### src/rtl/mem_port_arbiter.sv
// mem_port_arbiter: shares one single-port memory between IF and LS.
// LS has priority, bounded by a streak guard; a watchdog aborts stuck accesses.
module mem_port_arbiter #(
   parameter int ADDR_WIDTH   = 32,
   parameter int DATA_WIDTH   = 32,
   parameter int MAX_LS_BURST = 2,
   parameter int TIMEOUT      = 15
) (
   input  logic                  clock,
   input  logic                  reset,
   input  logic                  if_req,
   input  logic [ADDR_WIDTH-1:0] if_addr,
   output logic [DATA_WIDTH-1:0] if_rdata,
   output logic                  if_ack,
   input  logic                  ls_req,
   input  logic                  ls_we,
   input  logic [ADDR_WIDTH-1:0] ls_addr,
   input  logic [DATA_WIDTH-1:0] ls_wdata,
   output logic [DATA_WIDTH-1:0] ls_rdata,
   output logic                  ls_ack,
   output logic                  err,
   output logic                  mem_en,
   output logic                  mem_we,
   output logic [ADDR_WIDTH-1:0] mem_addr,
   output logic [DATA_WIDTH-1:0] mem_wdata,
   input  logic [DATA_WIDTH-1:0] mem_rdata,
   input  logic                  mem_ready
);

   localparam int CW = $clog2(TIMEOUT + 1);
   localparam int SW = $clog2(MAX_LS_BURST + 1);
   localparam logic [CW-1:0] CNT_MAX    = CW'(TIMEOUT);
   localparam logic [SW-1:0] STREAK_MAX = SW'(MAX_LS_BURST);

   typedef enum logic [1:0] {IDLE, ISSUE, DONE} state_t;

   state_t                state, state_n;
   logic                  owner_ls, owner_ls_n;
   logic [SW-1:0]         streak, streak_n;
   logic [CW-1:0]         cnt, cnt_n;
   logic [DATA_WIDTH-1:0] if_rdata_n, ls_rdata_n, mem_wdata_n;
   logic [ADDR_WIDTH-1:0] mem_addr_n;
   logic                  if_ack_n, ls_ack_n, err_n;
   logic                  mem_en_n, mem_we_n;
   logic                  grant_ls;

   // IF wins a tie only once LS has used up its burst allowance
   assign grant_ls = ls_req && !(if_req && streak == STREAK_MAX);

   always_comb begin
      state_n     = state;
      owner_ls_n  = owner_ls;
      streak_n    = streak;
      cnt_n       = cnt;
      if_rdata_n  = if_rdata;
      ls_rdata_n  = ls_rdata;
      mem_en_n    = mem_en;
      mem_we_n    = mem_we;
      mem_addr_n  = mem_addr;
      mem_wdata_n = mem_wdata;
      if_ack_n    = 1'b0;
      ls_ack_n    = 1'b0;
      err_n       = 1'b0;
      unique case (state)
         IDLE: begin
            if (if_req || ls_req) begin
               state_n    = ISSUE;
               cnt_n      = '0;
               mem_en_n   = 1'b1;
               owner_ls_n = grant_ls;
               if (grant_ls) begin
                  mem_we_n    = ls_we;
                  mem_addr_n  = ls_addr;
                  mem_wdata_n = ls_wdata;
                  if (!if_req)
                     streak_n = '0;
                  else if (streak != STREAK_MAX)
                     streak_n = streak + SW'(1);
               end else begin
                  mem_we_n    = 1'b0;
                  mem_addr_n  = if_addr;
                  mem_wdata_n = '0;
                  streak_n    = '0;
               end
            end
         end
         ISSUE: begin
            // mem_ready takes precedence over a coinciding timeout
            if (mem_ready || cnt == CNT_MAX) begin
               state_n  = DONE;
               mem_en_n = 1'b0;
               mem_we_n = 1'b0;
               if_ack_n = !owner_ls;
               ls_ack_n = owner_ls;
               err_n    = !mem_ready;
               if (mem_ready && owner_ls && !mem_we)
                  ls_rdata_n = mem_rdata;
               if (mem_ready && !owner_ls)
                  if_rdata_n = mem_rdata;
            end else begin
               cnt_n = cnt + CW'(1);
            end
         end
         DONE:    state_n = IDLE;
         default: state_n = IDLE;
      endcase
   end

   always_ff @(posedge clock) begin
      if (reset) begin
         state     <= IDLE;
         owner_ls  <= 1'b0;
         streak    <= '0;
         cnt       <= '0;
         if_rdata  <= '0;
         ls_rdata  <= '0;
         if_ack    <= 1'b0;
         ls_ack    <= 1'b0;
         err       <= 1'b0;
         mem_en    <= 1'b0;
         mem_we    <= 1'b0;
         mem_addr  <= '0;
         mem_wdata <= '0;
      end else begin
         state     <= state_n;
         owner_ls  <= owner_ls_n;
         streak    <= streak_n;
         cnt       <= cnt_n;
         if_rdata  <= if_rdata_n;
         ls_rdata  <= ls_rdata_n;
         if_ack    <= if_ack_n;
         ls_ack    <= ls_ack_n;
         err       <= err_n;
         mem_en    <= mem_en_n;
         mem_we    <= mem_we_n;
         mem_addr  <= mem_addr_n;
         mem_wdata <= mem_wdata_n;
      end
   end

endmodule

### config.mk
export PLATFORM = sky130hd
export DESIGN_NAME = mem_port_arbiter
export DESIGN_NICKNAME = d
export VERILOG_FILES = /design/src/rtl/mem_port_arbiter.sv
export SDC_FILE = /design/constraint.sdc
export NUM_CORES = 1
export LEC_CHECK = 0
export CAP_MARGIN = 10
export CORE_MARGIN = 2
export CORE_UTILIZATION = 40
export DETAILED_ROUTE_END_ITERATION = 10
export PLACE_DENSITY_LB_ADDON = 0.08
export SLEW_MARGIN = 5
export SYNTH_ARGS = -nofsm -noshare
export SYNTH_HDL_FRONTEND = slang
export SYNTH_SLANG_ARGS = --single-unit
### constraint.sdc
create_clock -name clock -period 2.3 [get_ports clock]
set_input_delay 0.23 -clock clock [delete_from_list [all_inputs] [get_ports clock]]
set_output_delay 0.23 -clock clock [all_outputs]
set_load 0.05 [all_outputs]
Fig. 1: run 1, local utilization
Scale bar: 20 µm. The die is cut into 12 by 12 equal tiles; black is low, pale yellow is high, 0 to 100% covered.
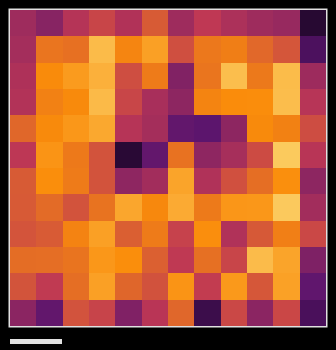
tiles over 75% full: 22%
emptiest ninth of the die: middle
mean over tiles: 59%
fullest tile: 88%
Initial Utilization: 40.7%
final core utilization: 66.0%
core area: 0.0138 mm²

Fig. 2: run 1, I/O nets highlighted
Scale bar: 20 µm.
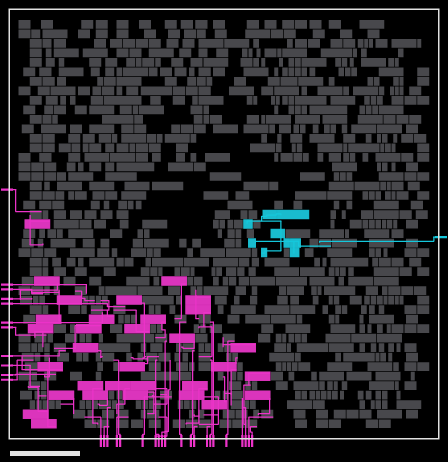
legend:
  `mem_ready`:
    colour: cyan
    bits: 1
    direction: input
    edge: right
    end_cells: 9
    wire: 94.5 µm
  `mem_wdata`:
    colour: magenta
    bits: 32
    direction: output
    edge: 21 bottom, 11 left
    end_cells: 32
    wire: 980 µm

==> results.sh, run 1 <==
# implementation run metrics
export IMPL_nClkBuffers=21
export IMPL_p_seq_share_pct=36.6
export IMPL_die_width_um=122
export IMPL_yosysMostFrequentCell="dfxtp_1"
export IMPL_nets=1023
export IMPL_startpoint_type="flop"
export IMPL_drtAntennaViolNets=0
export IMPL_status="completed"
export IMPL_logic_family="AND-OR/OR-AND gates"
export IMPL_overflow=0
export IMPL_numSynthFlops=142
export IMPL_fp_row_count=43
export IMPL_sh_comb_area_pct=27.5
export IMPL_cp_slowest_cell="clkdlybuf4s50_1"
export IMPL_swShare_pct=28.0
export IMPL_drive_above_1_share_pct=6.22
export IMPL_ys_seq_share_pct=50.7
export IMPL_worstRegToRegCells=3
export IMPL_crit_path_start="mem_we$_SDFFE_PP0P_"
export IMPL_arrival_ps=1650
export IMPL_critPathCapture="mem_we"
export IMPL_firstDrtPassIters=5
export IMPL_dr_wl_met2_mm=8.79
export IMPL_h_tree_depth=4
export IMPL_portBuffers=266
export IMPL_logic_gates=442
export IMPL_numCtsBuffers=17
export IMPL_syn_inst=656
export IMPL_yosysWarnings=0
export IMPL_worstSetupPathType="flop to primary output"
export IMPL_post_cts_buffers=0
export IMPL_clk_power_w=0.00312
export IMPL_finalHoldViolations=0
export IMPL_yosys_area_share_simple_pct=13.8
export IMPL_antenna_found_initial=0
export IMPL_fin_ws_ps=418
export IMPL_power_density_mw_per_mm2=809
export IMPL_design_area_mm2=0.00909
export IMPL_via_per_inst=5.35
export IMPL_fin_crit_ps=1880
export IMPL_crit_required_ps=2070
export IMPL_stdcell_count=1080
export IMPL_timing_hold_ws_ps=243
export IMPL_synthesis_area_mm2=0.00561
export IMPL_hp_class="input port to flop"
export IMPL_inv_count=1
export IMPL_whs_endpoint="streak[1]$_SDFFE_PP0P_"
export IMPL_met1_usage_pct=27.4
export IMPL_dpl_cell_area_mm2=0.00842
export IMPL_clk_latency_ps=420
export IMPL_netSwitchingPower_w=0.00206
export IMPL_grt_pass1_wl_mm=27.9
export IMPL_worstPathBufferInverterCount=1
export IMPL_synth_xor_xnor_area_share_pct=0
export IMPL_clockNetworkAreaShare_pct=7.39
export IMPL_rsz0062_at_grt="false"
export IMPL_use_met2_pct=40.2
export IMPL_p_comb_share_pct=21.1
export IMPL_ff_type="dfxtp_1"
export IMPL_p_leak_nw=3.23
export IMPL_cts_resized_gates=0
export IMPL_crit_family="buffers and inverters"
export IMPL_ys_sh_mux_pct=5.71
export IMPL_reg2reg_from="owner_ls$_SDFFE_PP0P_"
export IMPL_place_inst=1048
export IMPL_taps=180
export IMPL_vias=5773
export IMPL_top_area_cell="dfxtp_1"
export IMPL_flops=142
export IMPL_max_slew_margin_pct=30.2
export IMPL_fillers=1171
export IMPL_hold_buffers=0
export IMPL_grt_most_used_layer="met2"
export IMPL_post_route_drc_count=0
export IMPL_maxCapViolCount=0
export IMPL_synth_top_area_share_pct=50.7
export IMPL_r2r_setup_slack_ps=540
export IMPL_ys_async_sr_fraction_pct=0
export IMPL_nonClockBufferCount=283
export IMPL_path_clk_slew_ps=60
export IMPL_drt_wl_total_mm=17.7
export IMPL_yosys_area_mm2=0.00561
export IMPL_pg_seq_w=0.00269
export IMPL_endpoint_kind="primary output"
export IMPL_areaGrowthSynthToFinish_pct=62.0
export IMPL_place_hpwl_mm=12.1
export IMPL_common_cells="dfxtp_1, a21oi_1, nand3_1, nand2_1, o21ai_0"
export IMPL_ios=267
export IMPL_cts_num_sinks=142
Fig. 3: run 1, PDN straps and rails
Scale bar: 20 µm. Pins as bars on the die edge.
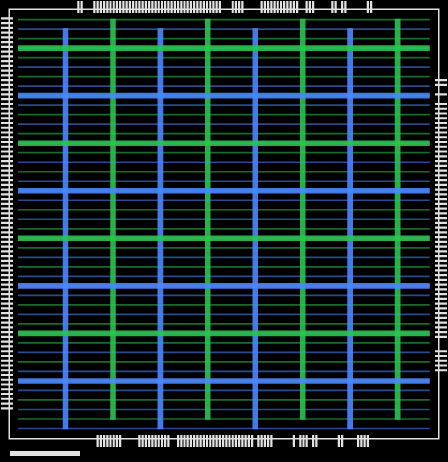
legend:
  VDD:
    colour: green
  VSS:
    colour: blue
rows: 43
met5 straps: 8
signal pins: 267
met1 rails: 44

==> inputs of run 2 (changes only) <==
- CORE_UTILIZATION: 40 -> 37
- clock period: 2.3 -> 1.55 ns (I/O delays scaled with it)
==> results.sh, run 2 <==
# implementation run metrics
export IMPL_met1_usage_pct=26.2
export IMPL_ff_type="dfxtp_1"
export IMPL_drt_wl_total_mm=18.5
export IMPL_path_clk_slew_ps=60
export IMPL_clk_power_w=0.00426
export IMPL_r2r_setup_slack_ps=-30
export IMPL_grt_most_used_layer="met2"
export IMPL_crit_required_ps=1840
export IMPL_grt_pass1_wl_mm=28.1
export IMPL_fillers=1325
export IMPL_status="finished with violations"
export IMPL_max_slew_margin_pct=74.2
export IMPL_crit_path_start="streak[0]$_SDFFE_PP0P_"
export IMPL_drtAntennaViolNets=0
export IMPL_endpoint_kind="flop"
export IMPL_startpoint_type="flop"
export IMPL_critPathCapture="mem_addr[10]$_SDFFE_PP0P_"
export IMPL_ys_sh_mux_pct=5.71
export IMPL_stdcell_count=1115
export IMPL_finalSetupViolCount=16
export IMPL_p_comb_share_pct=22.9
export IMPL_hp_class="input port to flop"
export IMPL_post_route_drc_count=0
export IMPL_reg2reg_from="streak[0]$_SDFFE_PP0P_"
export IMPL_common_cells="dfxtp_1, a21oi_1, nand3_1, nand2_1, o21ai_0"
export IMPL_clk_latency_ps=420
export IMPL_power_density_mw_per_mm2=1150
export IMPL_place_hpwl_mm=12.2
export IMPL_synthesis_area_mm2=0.00561
export IMPL_synth_xor_xnor_area_share_pct=0
export IMPL_arrival_ps=1870
export IMPL_nonClockBufferCount=310
export IMPL_p_seq_share_pct=37.3
export IMPL_place_inst=1069
export IMPL_p_leak_nw=3.70
export IMPL_vias=5866
export IMPL_synth_top_area_share_pct=50.7
export IMPL_hold_buffers=0
export IMPL_dpl_cell_area_mm2=0.00832
export IMPL_inv_count=1
export IMPL_failed_checks="negative setup slack"
export IMPL_clockNetworkAreaShare_pct=6.76
export IMPL_swShare_pct=29.1
export IMPL_via_per_inst=5.26
export IMPL_maxCapViolCount=0
export IMPL_logic_family="AND-OR/OR-AND gates"
export IMPL_cts_num_sinks=142
export IMPL_cts_resized_gates=1
export IMPL_pg_seq_w=0.00399
export IMPL_finalHoldViolations=0
export IMPL_worstPathBufferInverterCount=3
export IMPL_top_area_cell="dfxtp_1"
export IMPL_yosysMostFrequentCell="dfxtp_1"
export IMPL_flops=142
export IMPL_fin_ws_ps=-27.6
export IMPL_areaGrowthSynthToFinish_pct=65.8
export IMPL_yosysWarnings=0
export IMPL_rsz0062_at_grt="true"
export IMPL_ys_seq_share_pct=50.7
export IMPL_worstSetupPathType="flop to flop"
export IMPL_syn_inst=656
Fig. 4: run 2, I/O nets highlighted
Scale bar: 50 µm.
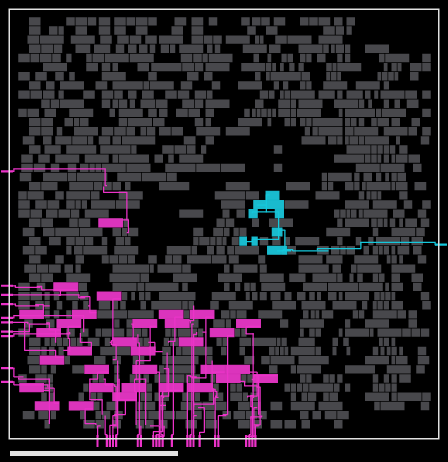
legend:
  `mem_ready`:
    colour: cyan
    bits: 1
    direction: input
    edge: right
    end_cells: 9
    wire: 99.2 µm
  `mem_wdata`:
    colour: magenta
    bits: 32
    direction: output
    edge: 22 bottom, 10 left
    end_cells: 32
    wire: 999 µm
I/O pin cnt: 267
input/output buffers: 266

Fig. 5: run 2, local utilization
Scale bar: 50 µm. The die is cut into 13 by 13 equal tiles; black is low, pale yellow is high, 0 to 100% covered.
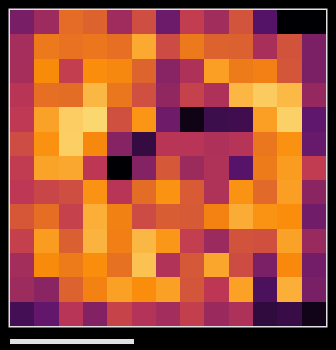
tiles over 75% full: 24%
fullest tile: 91%
nearly empty tiles: 1.8%
mean over tiles: 56%
final core utilization: 61.8%
Initial Utilization: 37.3%
core area: 0.0150 mm²

Fig. 6: run 2, cells coloured by class
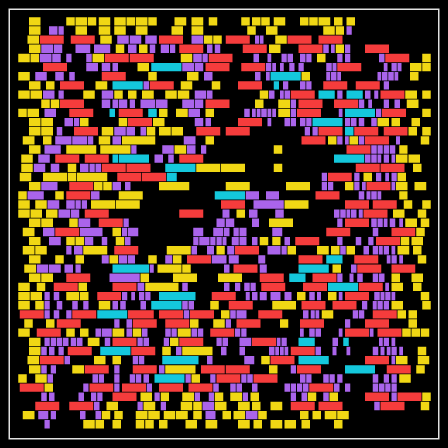
legend:
  flops:
    colour: red
    cells: 142
    share_of_their_area: 31%
  other buffers and delay cells:
    colour: yellow
    cells: 310
    share_of_their_area: 33%
  combinational and other logic:
    colour: purple
    cells: 443
    share_of_their_area: 28%
  clock drivers and dummy loads:
    colour: cyan
    cells: 32
    share_of_their_area: 6.9%
final design instance area without fill: 0.00930 mm²
flop share of the area: 30.6%
cell row count: 45

